### src/rtl/snoop_initiator_if.sv
// Snoop initiator bundle: local request, snoop bus, peer responses, memory read and completion.
// Ports (master = initiator side):
//   req_*          local miss/upgrade request and handshake
//   bus_req/gnt    snoop bus arbitration
//   snoop_*        one-cycle broadcast
//   resp_*         per-peer response strobes and flags
//   mem_rd_*       memory read request/accept/data-return
//   done_*         completion pulse with fill state and data source
interface snoop_initiator_if #(
  parameter int unsigned NUM_PEERS = 3,
  parameter int unsigned ADDR_W    = 64
);
  localparam int unsigned PidW = $clog2(NUM_PEERS) + 1;

  logic                 req_valid;
  logic                 req_ready;
  logic                 req_write;
  logic [2:0]           req_curr_state;
  logic [ADDR_W-1:0]    req_addr;
  logic                 bus_req;
  logic                 bus_gnt;
  logic                 snoop_valid;
  logic [1:0]           snoop_type;
  logic [ADDR_W-1:0]    snoop_addr;
  logic [NUM_PEERS-1:0] resp_valid;
  logic [NUM_PEERS-1:0] resp_provide;
  logic [NUM_PEERS-1:0] resp_hit;
  logic                 mem_rd_valid;
  logic                 mem_rd_ready;
  logic                 mem_rd_done;
  logic                 done_valid;
  logic [2:0]           done_state;
  logic                 done_src_peer;
  logic [PidW-1:0]      done_peer_id;
  logic                 done_error;

  modport master (
    input  req_valid, req_write, req_curr_state, req_addr, bus_gnt,
    input  resp_valid, resp_provide, resp_hit, mem_rd_ready, mem_rd_done,
    output req_ready, bus_req, snoop_valid, snoop_type, snoop_addr, mem_rd_valid,
    output done_valid, done_state, done_src_peer, done_peer_id, done_error
  );

  modport slave (
    output req_valid, req_write, req_curr_state, req_addr, bus_gnt,
    output resp_valid, resp_provide, resp_hit, mem_rd_ready, mem_rd_done,
    input  req_ready, bus_req, snoop_valid, snoop_type, snoop_addr, mem_rd_valid,
    input  done_valid, done_state, done_src_peer, done_peer_id, done_error
  );
endinterface

### src/rtl/snoop_initiator.sv
// Requester side of the MOESI snoop bus. Accepts one local miss/upgrade, arbitrates for the
// bus, broadcasts one snoop, gathers one response per peer, reads memory when no peer supplies
// data, then pulses done with the fill state and data source.
// Ports:
//   clk  - rising-edge clock
//   rst  - synchronous active-high reset; abandons any transaction in flight
//   io   - snoop_initiator_if.master bundle (request, bus, responses, memory, completion)
// Build option: define SNOOP_TIMEOUT_EN to add a COLLECT watchdog of TIMEOUT_CYCLES cycles.
module snoop_initiator #(
  parameter int unsigned NUM_PEERS      = 3,
  parameter int unsigned ADDR_W         = 64,
  parameter int unsigned TIMEOUT_CYCLES = 64
) (
  input logic               clk,
  input logic               rst,
  snoop_initiator_if.master io
);
  localparam int unsigned PidW = $clog2(NUM_PEERS) + 1;

  localparam logic [1:0] SnpNone    = 2'b00;
  localparam logic [1:0] SnpRead    = 2'b01;
  localparam logic [1:0] SnpWrite   = 2'b10;
  localparam logic [1:0] SnpUpgrade = 2'b11;

  localparam logic [2:0] MoesiM = 3'b001;
  localparam logic [2:0] MoesiO = 3'b010;
  localparam logic [2:0] MoesiE = 3'b100;
  localparam logic [2:0] MoesiS = 3'b101;
  localparam logic [2:0] MoesiI = 3'b000;

  localparam logic [NUM_PEERS-1:0] PeerOne = {{(NUM_PEERS-1){1'b0}}, 1'b1};

  typedef enum logic [2:0] {StIdle, StArb, StSnoop, StCollect, StMem, StDone} state_e;

  state_e               state_q;
  logic [ADDR_W-1:0]    addr_q;
  logic [1:0]           type_q;
  logic                 req_ready_q;
  logic                 bus_req_q;
  logic                 snoop_valid_q;
  logic                 mem_rd_valid_q;
  logic                 mem_acc_q;
  logic [NUM_PEERS-1:0] valid_mask_q;
  logic [NUM_PEERS-1:0] provide_mask_q;
  logic [NUM_PEERS-1:0] hit_mask_q;
  logic [2:0]           fill_state_q;
  logic                 done_valid_q;
  logic [2:0]           done_state_q;
  logic                 done_src_peer_q;
  logic [PidW-1:0]      done_peer_id_q;
  logic                 done_error_q;

  logic                 accept;
  logic                 is_upgrade;
  logic [NUM_PEERS-1:0] new_resp;
  logic [NUM_PEERS-1:0] valid_all;
  logic [NUM_PEERS-1:0] provide_all;
  logic [NUM_PEERS-1:0] hit_all;
  logic                 all_in;
  logic                 multi_prov;
  logic [PidW-1:0]      first_id;
  logic                 mem_fire;
  logic                 tmo_hit;

  assign accept     = io.req_valid & req_ready_q;
  assign is_upgrade = io.req_write & ((io.req_curr_state == MoesiS) |
                                      (io.req_curr_state == MoesiO));

  // Only a peer's first response counts; repeats cannot add provide/hit bits.
  assign new_resp    = io.resp_valid & ~valid_mask_q;
  assign valid_all   = valid_mask_q | io.resp_valid;
  assign provide_all = provide_mask_q | (io.resp_provide & new_resp);
  assign hit_all     = hit_mask_q | (io.resp_hit & new_resp);
  assign all_in      = &valid_all;
  // Clearing the lowest set bit leaves something only if two or more providers answered.
  assign multi_prov  = |(provide_all & (provide_all - PeerOne));

  always_comb begin
    logic found;
    found    = 1'b0;
    first_id = '0;
    for (int i = 0; i < int'(NUM_PEERS); i++) begin
      if (provide_all[i] && !found) begin
        found    = 1'b1;
        first_id = PidW'(i);
      end
    end
  end

  // Memory data may return in the same cycle the request is accepted.
  assign mem_fire = io.mem_rd_done & (mem_acc_q | (mem_rd_valid_q & io.mem_rd_ready));

`ifdef SNOOP_TIMEOUT_EN
  localparam int unsigned CntW = $clog2(TIMEOUT_CYCLES + 1);
  logic [CntW-1:0] tmo_cnt_q;
  // Firing on count TIMEOUT_CYCLES-1 lands DONE exactly TIMEOUT_CYCLES after COLLECT entry.
  assign tmo_hit = (tmo_cnt_q == CntW'(TIMEOUT_CYCLES - 1));
`else
  assign tmo_hit = 1'b0;
`endif

  always_ff @(posedge clk) begin
    if (rst) begin
      state_q         <= StIdle;
      addr_q          <= '0;
      type_q          <= SnpNone;
      req_ready_q     <= 1'b0;
      bus_req_q       <= 1'b0;
      snoop_valid_q   <= 1'b0;
      mem_rd_valid_q  <= 1'b0;
      mem_acc_q       <= 1'b0;
      valid_mask_q    <= '0;
      provide_mask_q  <= '0;
      hit_mask_q      <= '0;
      fill_state_q    <= MoesiI;
      done_valid_q    <= 1'b0;
      done_state_q    <= MoesiI;
      done_src_peer_q <= 1'b0;
      done_peer_id_q  <= '0;
      done_error_q    <= 1'b0;
`ifdef SNOOP_TIMEOUT_EN
      tmo_cnt_q       <= '0;
`endif
    end else begin
      snoop_valid_q <= 1'b0;
      done_valid_q  <= 1'b0;
      unique case (state_q)
        StIdle: begin
          req_ready_q <= 1'b1;
          if (accept) begin
            addr_q      <= io.req_addr;
            type_q      <= !io.req_write ? SnpRead : (is_upgrade ? SnpUpgrade : SnpWrite);
            req_ready_q <= 1'b0;
            bus_req_q   <= 1'b1;
            state_q     <= StArb;
          end
        end
        StArb: begin
          if (io.bus_gnt) begin
            bus_req_q     <= 1'b0;
            snoop_valid_q <= 1'b1;
            state_q       <= StSnoop;
          end
        end
        StSnoop: begin
          valid_mask_q   <= '0;
          provide_mask_q <= '0;
          hit_mask_q     <= '0;
`ifdef SNOOP_TIMEOUT_EN
          tmo_cnt_q      <= '0;
`endif
          state_q        <= StCollect;
        end
        StCollect: begin
          valid_mask_q   <= valid_all;
          provide_mask_q <= provide_all;
          hit_mask_q     <= hit_all;
`ifdef SNOOP_TIMEOUT_EN
          tmo_cnt_q      <= tmo_cnt_q + 1'b1;
`endif
          if (all_in) begin
            if (type_q == SnpUpgrade) begin
              done_valid_q    <= 1'b1;
              done_state_q    <= MoesiM;
              done_src_peer_q <= 1'b0;
              done_peer_id_q  <= '0;
              done_error_q    <= multi_prov;
              state_q         <= StDone;
            end else if (|provide_all) begin
              done_valid_q    <= 1'b1;
              done_state_q    <= (type_q == SnpRead) ? MoesiS : MoesiM;
              done_src_peer_q <= 1'b1;
              done_peer_id_q  <= first_id;
              done_error_q    <= multi_prov;
              state_q         <= StDone;
            end else begin
              fill_state_q   <= (type_q == SnpWrite) ? MoesiM :
                                (|hit_all ? MoesiS : MoesiE);
              mem_rd_valid_q <= 1'b1;
              mem_acc_q      <= 1'b0;
              state_q        <= StMem;
            end
          end else if (tmo_hit) begin
            done_valid_q    <= 1'b1;
            done_state_q    <= MoesiI;
            done_src_peer_q <= 1'b0;
            done_peer_id_q  <= '0;
            done_error_q    <= 1'b1;
            state_q         <= StDone;
          end
        end
        StMem: begin
          if (mem_rd_valid_q && io.mem_rd_ready) begin
            mem_rd_valid_q <= 1'b0;
            mem_acc_q      <= 1'b1;
          end
          if (mem_fire) begin
            done_valid_q    <= 1'b1;
            done_state_q    <= fill_state_q;
            done_src_peer_q <= 1'b0;
            done_peer_id_q  <= '0;
            done_error_q    <= 1'b0;
            state_q         <= StDone;
          end
        end
        StDone: begin
          req_ready_q <= 1'b1;
          state_q     <= StIdle;
        end
        default: state_q <= StIdle;
      endcase
    end
  end

  assign io.req_ready     = req_ready_q;
  assign io.bus_req       = bus_req_q;
  assign io.snoop_valid   = snoop_valid_q;
  assign io.snoop_type    = type_q;
  assign io.snoop_addr    = addr_q;
  assign io.mem_rd_valid  = mem_rd_valid_q;
  assign io.done_valid    = done_valid_q;
  assign io.done_state    = done_state_q;
  assign io.done_src_peer = done_src_peer_q;
  assign io.done_peer_id  = done_peer_id_q;
  assign io.done_error    = done_error_q;
endmodule
### src/flat_wrapper.sv
// flat-port wrapper written by rule: the top's interface ports become plain ports
module snoop_initiator_flat 
#(
  parameter int unsigned NUM_PEERS      = 3,
  parameter int unsigned ADDR_W         = 64,
  parameter int unsigned TIMEOUT_CYCLES = 64
)
  (clk, rst, io_req_valid, io_req_write, io_req_curr_state, io_req_addr, io_bus_gnt, io_resp_valid, io_resp_provide, io_resp_hit, io_mem_rd_ready, io_mem_rd_done, io_req_ready, io_bus_req, io_snoop_valid, io_snoop_type, io_snoop_addr, io_mem_rd_valid, io_done_valid, io_done_state, io_done_src_peer, io_done_peer_id, io_done_error);
  snoop_initiator_if #(.NUM_PEERS(NUM_PEERS), .ADDR_W(ADDR_W)) io_i ();
  input logic clk;
  input logic rst;
  input wire logic [$bits(io_i.req_valid)-1:0] io_req_valid;
  input wire logic [$bits(io_i.req_write)-1:0] io_req_write;
  input wire logic [$bits(io_i.req_curr_state)-1:0] io_req_curr_state;
  input wire logic [$bits(io_i.req_addr)-1:0] io_req_addr;
  input wire logic [$bits(io_i.bus_gnt)-1:0] io_bus_gnt;
  input wire logic [$bits(io_i.resp_valid)-1:0] io_resp_valid;
  input wire logic [$bits(io_i.resp_provide)-1:0] io_resp_provide;
  input wire logic [$bits(io_i.resp_hit)-1:0] io_resp_hit;
  input wire logic [$bits(io_i.mem_rd_ready)-1:0] io_mem_rd_ready;
  input wire logic [$bits(io_i.mem_rd_done)-1:0] io_mem_rd_done;
  output wire logic [$bits(io_i.req_ready)-1:0] io_req_ready;
  output wire logic [$bits(io_i.bus_req)-1:0] io_bus_req;
  output wire logic [$bits(io_i.snoop_valid)-1:0] io_snoop_valid;
  output wire logic [$bits(io_i.snoop_type)-1:0] io_snoop_type;
  output wire logic [$bits(io_i.snoop_addr)-1:0] io_snoop_addr;
  output wire logic [$bits(io_i.mem_rd_valid)-1:0] io_mem_rd_valid;
  output wire logic [$bits(io_i.done_valid)-1:0] io_done_valid;
  output wire logic [$bits(io_i.done_state)-1:0] io_done_state;
  output wire logic [$bits(io_i.done_src_peer)-1:0] io_done_src_peer;
  output wire logic [$bits(io_i.done_peer_id)-1:0] io_done_peer_id;
  output wire logic [$bits(io_i.done_error)-1:0] io_done_error;
  assign io_i.req_valid = io_req_valid;
  assign io_i.req_write = io_req_write;
  assign io_i.req_curr_state = io_req_curr_state;
  assign io_i.req_addr = io_req_addr;
  assign io_i.bus_gnt = io_bus_gnt;
  assign io_i.resp_valid = io_resp_valid;
  assign io_i.resp_provide = io_resp_provide;
  assign io_i.resp_hit = io_resp_hit;
  assign io_i.mem_rd_ready = io_mem_rd_ready;
  assign io_i.mem_rd_done = io_mem_rd_done;
  assign io_req_ready = io_i.req_ready;
  assign io_bus_req = io_i.bus_req;
  assign io_snoop_valid = io_i.snoop_valid;
  assign io_snoop_type = io_i.snoop_type;
  assign io_snoop_addr = io_i.snoop_addr;
  assign io_mem_rd_valid = io_i.mem_rd_valid;
  assign io_done_valid = io_i.done_valid;
  assign io_done_state = io_i.done_state;
  assign io_done_src_peer = io_i.done_src_peer;
  assign io_done_peer_id = io_i.done_peer_id;
  assign io_done_error = io_i.done_error;
  snoop_initiator #(.NUM_PEERS(NUM_PEERS), .ADDR_W(ADDR_W), .TIMEOUT_CYCLES(TIMEOUT_CYCLES)) u_core (.clk(clk), .rst(rst), .io(io_i));
endmodule
### config.mk
export PLATFORM = sky130hd
export DESIGN_NAME = snoop_initiator_flat
export DESIGN_NICKNAME = d
export VERILOG_FILES = /design/src/rtl/snoop_initiator_if.sv /design/src/rtl/snoop_initiator.sv /design/src/flat_wrapper.sv
export SDC_FILE = /design/constraint.sdc
export NUM_CORES = 1
export LEC_CHECK = 0
export CAP_MARGIN = 25
export CORE_ASPECT_RATIO = 0.9
export CORE_MARGIN = 2
export CORE_UTILIZATION = 41
export CTS_CLUSTER_SIZE = 12
export DETAILED_ROUTE_END_ITERATION = 16
export PLACE_DENSITY = 0.82
export SYNTH_ARGS = -nofsm -noshare
export SYNTH_HDL_FRONTEND = slang
export SYNTH_SLANG_ARGS = --single-unit
### constraint.sdc
create_clock -name clk -period 2.1 [get_ports clk]
set_input_delay 0.42 -clock clk [delete_from_list [all_inputs] [get_ports clk]]
set_output_delay 0.42 -clock clk [all_outputs]
set_load 0.02 [all_outputs]
==> results.py, run 1 <==
# Physical implementation metrics
metrics = {
    "status": {
        "status": "finished, final reports clean",
    },
    "yosys": {
        "synth.area.top_cells": "dfxtp_1 (53%), nand2_1 (15%), a21oi_1 (12%)",
        "ys_area_um2": 3490,
        "synth_seq_share": 0.527,
        "xor_share": 0,
        "ys_sh_simple": 0.257,
        "yosysTopAreaCell": "dfxtp_1",
    },
    "power_and_ir_drop": {
        "leakage_nw": 2.01,
        "swShare": 0.292,
        "combPwrFrac": 0.258,
        "seqPwrFrac": 0.439,
    },
    "routing": {
        "drt-met1-wl_um": 4120,
        "drtIter0Drc": 169,
        "vias_per_cell": 5.13,
        "drtAntennaViolNets": 0,
    },
    "floorplan": {
        "initial_core_util": 0.429,
        "fp.dieW_um": 101,
        "core_um2": 8150,
    },
    "timing": {
        "tns_ns": 0,
    },
    "finish": {
        "fin_area_um2": 5550,
        "logic_area_um2": 1520,
        "syn_to_final_growth_pct": 58.8,
        "regArea_um2": 1840,
    },
    "global_route": {
        "antenna_found_initial": 0,
    },
    "critical_path": {
        "r2r_cells": 5,
        "path_depth": 6,
        "cp_top_family": "AND-OR/OR-AND gates",
    },
    "min_path": {
        "hold_path.class": "in2reg",
    },
    "cts": {
        "h-tree-depth": 3,
    },
}
[run 1: layout make-up]
type / instances / share of cell area
clock buffers: 11 / 0.0273
clock inverters: 5 / 0.0151
inverters: 2 / 0.00135
multi-input cells: 316 / 0.274
flip-flops and latches: 92 / 0.332
well taps: 99 / 0.0223
repair buffers: 183 / 0.328
[run 1: power by group through the flow]
stage / logic [mW] / registers [mW] / clock network [mW]
detailed placement: 1.16 / 2.02 / 0
CTS: 1.17 / 1.98 / 1.41
global route: 1.26 / 2.00 / 1.48
floorplan: 0.421 / 2.16 / 0
global placement: 1.14 / 2.01 / 0
finish: 1.16 / 1.98 / 1.36
[run 1: Yosys cell counts, drive strengths merged, types with 3 or more instances]
master,instances
nand2,143
dfxtp,92
a21oi,83
nor2,27
clkbuf,23
nor3,10
nand3,9
buf,7
a211oi,3
a21o,3
a31oi,3
and3b,3
nor2b,3
nor3b,3
[run 1: cell usage in the layout, fill, tap and decap left out, types with 2 or more instances in the layout]
cell             instances
clkdlybuf4s50_1        157
nand2_1                143
dfxtp_1                 92
a21oi_1                 82
nor2_1                  25
buf_4                   20
clkbuf_8                11
nor3_1                  10
nand3_1                  9
buf_12                   4
nor2b_1                  3
a21o_1                   3
a211oi_1                 3
nor2_2                   2
nand2b_1                 2
inv_1                    2
and3b_1                  2
nor3b_1                  2
mux2i_1                  2
a31oi_1                  2
o21ai_0                  2
o211ai_1                 2
a221oi_1                 2
conb_1                   2
bufinv_16                2
clkinvlp_4               2
[run 1: what timing repair did]
action | CTS | global route
setup buffers | 0 | 0
setup endpoints to repair | 0 | 1
gates resized | 0 | 1
hold buffers | 0 | 0
[run 1: routing by layer]
layer,vias up,GRT usage
li1,1791,-
met1,1663,0.258
met2,153,0.365
met3,28,0.0716
met4,0,0.0923
met5,-,0
run_1/met4.png
Scale: 4 px per µm. Supply wires on this layer in gray.
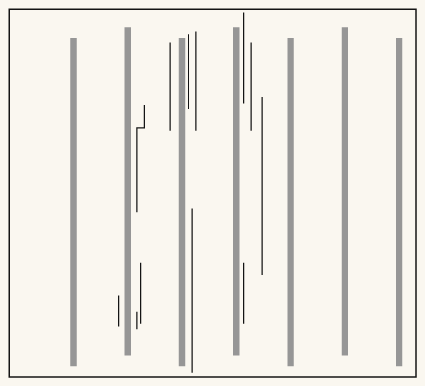
wire length on this layer: 264 µm
share of all routed wire: 2.6%
Via Count: 3635
final wirelength: 10200 µm

run_1/gate_families.png
Scale: 6 px per µm.
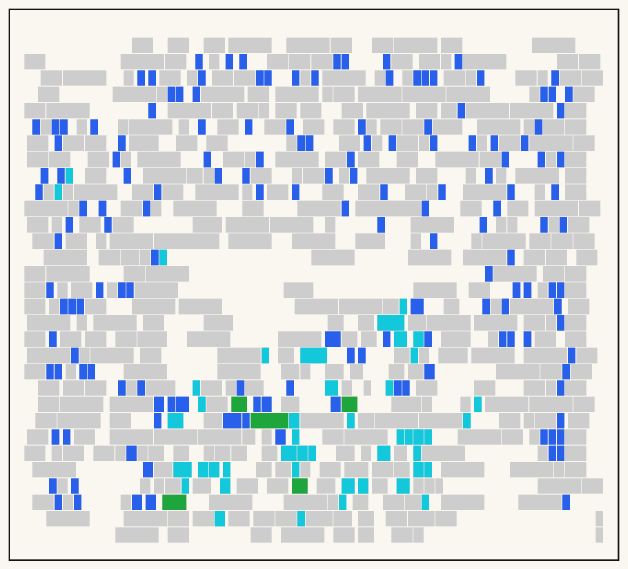
[cyan] NOR gates | cells: 45 | where: bottom center
[green] AND-OR and OR-AND gates | cells: 5 | where: bottom center
[blue] NAND gates | cells: 156 | where: widely spread
fraction of area in multi-input gates: 0.274
Final Non-Filler Cells: 708

run_1/wire_density.png
Scale: 4 px per µm. 20 x 18 tiles, from white (low) to dark blue (high), scaled to the fullest tile. Values are wire area over tile area, all layers added.
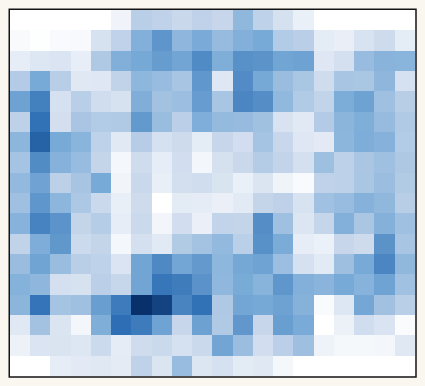
mean over tiles: 0.18
fullest tile: 0.57
tiles over half the peak: 18%
nearly empty tiles: 5.8%
Routed wire per std cell: 14.4 µm
Tot GR Track Use: 0.220

==> run 1 -> run 2 <==
CTS_BUF_LIST = sky130_fd_sc_hd__clkbuf_8 sky130_fd_sc_hd__clkbuf_16   (was unset)
run_2/gate_families.png
Scale: 6 px per µm.
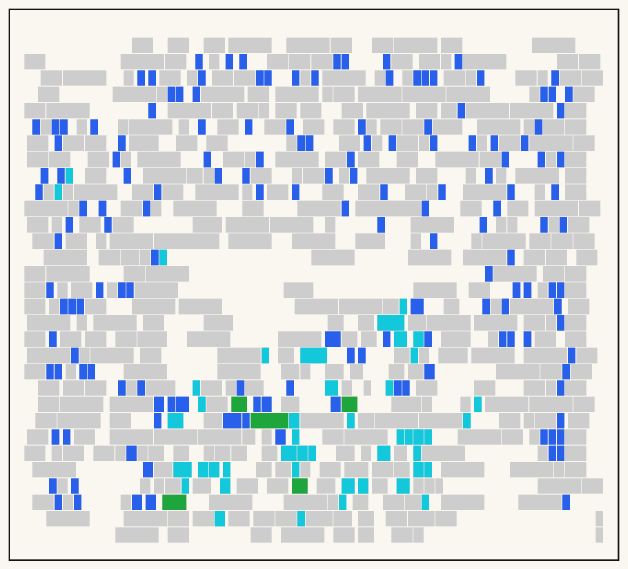
[green] AND-OR and OR-AND gates | cells: 5 | where: bottom center
[blue] NAND gates | cells: 156 | where: widely spread
[cyan] NOR gates | cells: 45 | where: bottom center
most common cell after layout, fill and taps aside: clkdlybuf4s50_1

==> results.py, run 2 <==
# Physical implementation metrics
metrics = {
    "floorplan": {
        "initial_core_util": 0.429,
        "core_um2": 8150,
    },
    "critical_path": {
        "r2r_cells": 5,
    },
    "min_path": {
        "hold_path.class": "in2reg",
    },
    "routing": {
        "drtIter0Drc": 169,
        "routedWlPerCell_um": 14.4,
        "vias": 3635,
        "drt-met1-wl_um": 4120,
    },
    "cts": {
        "cts_setup_buffers": 0,
    },
    "timing": {
        "tns_ns": 0,
    },
    "yosys": {
        "synth.area.top_cells": "dfxtp_1 (53%), nand2_1 (15%), a21oi_1 (12%)",
        "synthTopCellsByCount": "nand2_1 (143), dfxtp_1 (92), a21oi_1 (82)",
        "ys_area_um2": 3490,
        "yosysTopAreaCell": "dfxtp_1",
        "synth_dominant_cell_count": "nand2_1",
    },
    "finish": {
        "fin_area_um2": 5550,
        "layout_top_cells": "clkdlybuf4s50_1 (157), nand2_1 (143), dfxtp_1 (92), a21oi_1 (82), nor2_1 (25)",
        "layoutNonFillerInstCount": 708,
    },
    "status": {
        "status": "finished, final reports clean",
    },
    "power_and_ir_drop": {
        "leakage_nw": 2.01,
    },
}
[run 2: final timing paths]
check,from,slack [ns],end
min,io_resp_valid[0],0.40,u_core.valid_mask_q[0]
max reg2reg,u_core.valid_mask_q[1],0.22,u_core.io.done_peer_id[0]
min reg2reg,u_core.io.snoop_addr[59],0.46,u_core.io.snoop_addr[59]
max,io_resp_valid[1],0.08,u_core.io.done_peer_id[0]
[run 2: cell type report]
type / instances / area (µm²) / share of cell area
Clock buffer: 11 / 151 / 0.0273
Clock inverter: 5 / 83.8 / 0.0151
Inverter: 2 / 7.51 / 0.00135
Multi-Input combinational cell: 316 / 1520 / 0.274
Sequential cell: 92 / 1840 / 0.332
Tap cell: 99 / 124 / 0.0223
Timing Repair Buffer: 183 / 1820 / 0.328
[run 2: repair_timing]
action	CTS	global route
gates resized	0	1
endpoints found under the hold margin	0	0
hold buffers	0	0
setup endpoints to repair	0	1
[run 2: critical path, cell delays in order]
cell and delay [ns]:
clkdlybuf4s50_1 0.49, nor2_2 0.05, or4_4 0.55, a31o_4 0.24, a2111o_1 0.42, a21oi_2 0.13
[run 2: logic make-up (layout without fill, tap and decap cells)]
family | Yosys count | after routing | synth area share
compound gates | 103 | 103 | 0.168
buf+inv | 33 | 201 | 0.0408
flops | 92 | 92 | 0.527
mux | 2 | 2 | 0.00573
other cells | 1 | 2 | 0.00107
simple gates | 209 | 209 | 0.257
[run 2: report_power, final]
part	leakage (nW)	switching (mW)	internal, mW
sequential	0.747	0.0868	1.89
combinational	1.15	0.602	0.561
clock	0.112	0.626	0.738
total	2.01	1.31	3.19
[run 2: per-layer routing]
layer	track usage	vias to the layer above
met3	0.0716	28
li1	-	1791
met5	0	-
met4	0.0923	0
met1	0.258	1663
met2	0.365	153
Power and IR drop assume default switching activity.
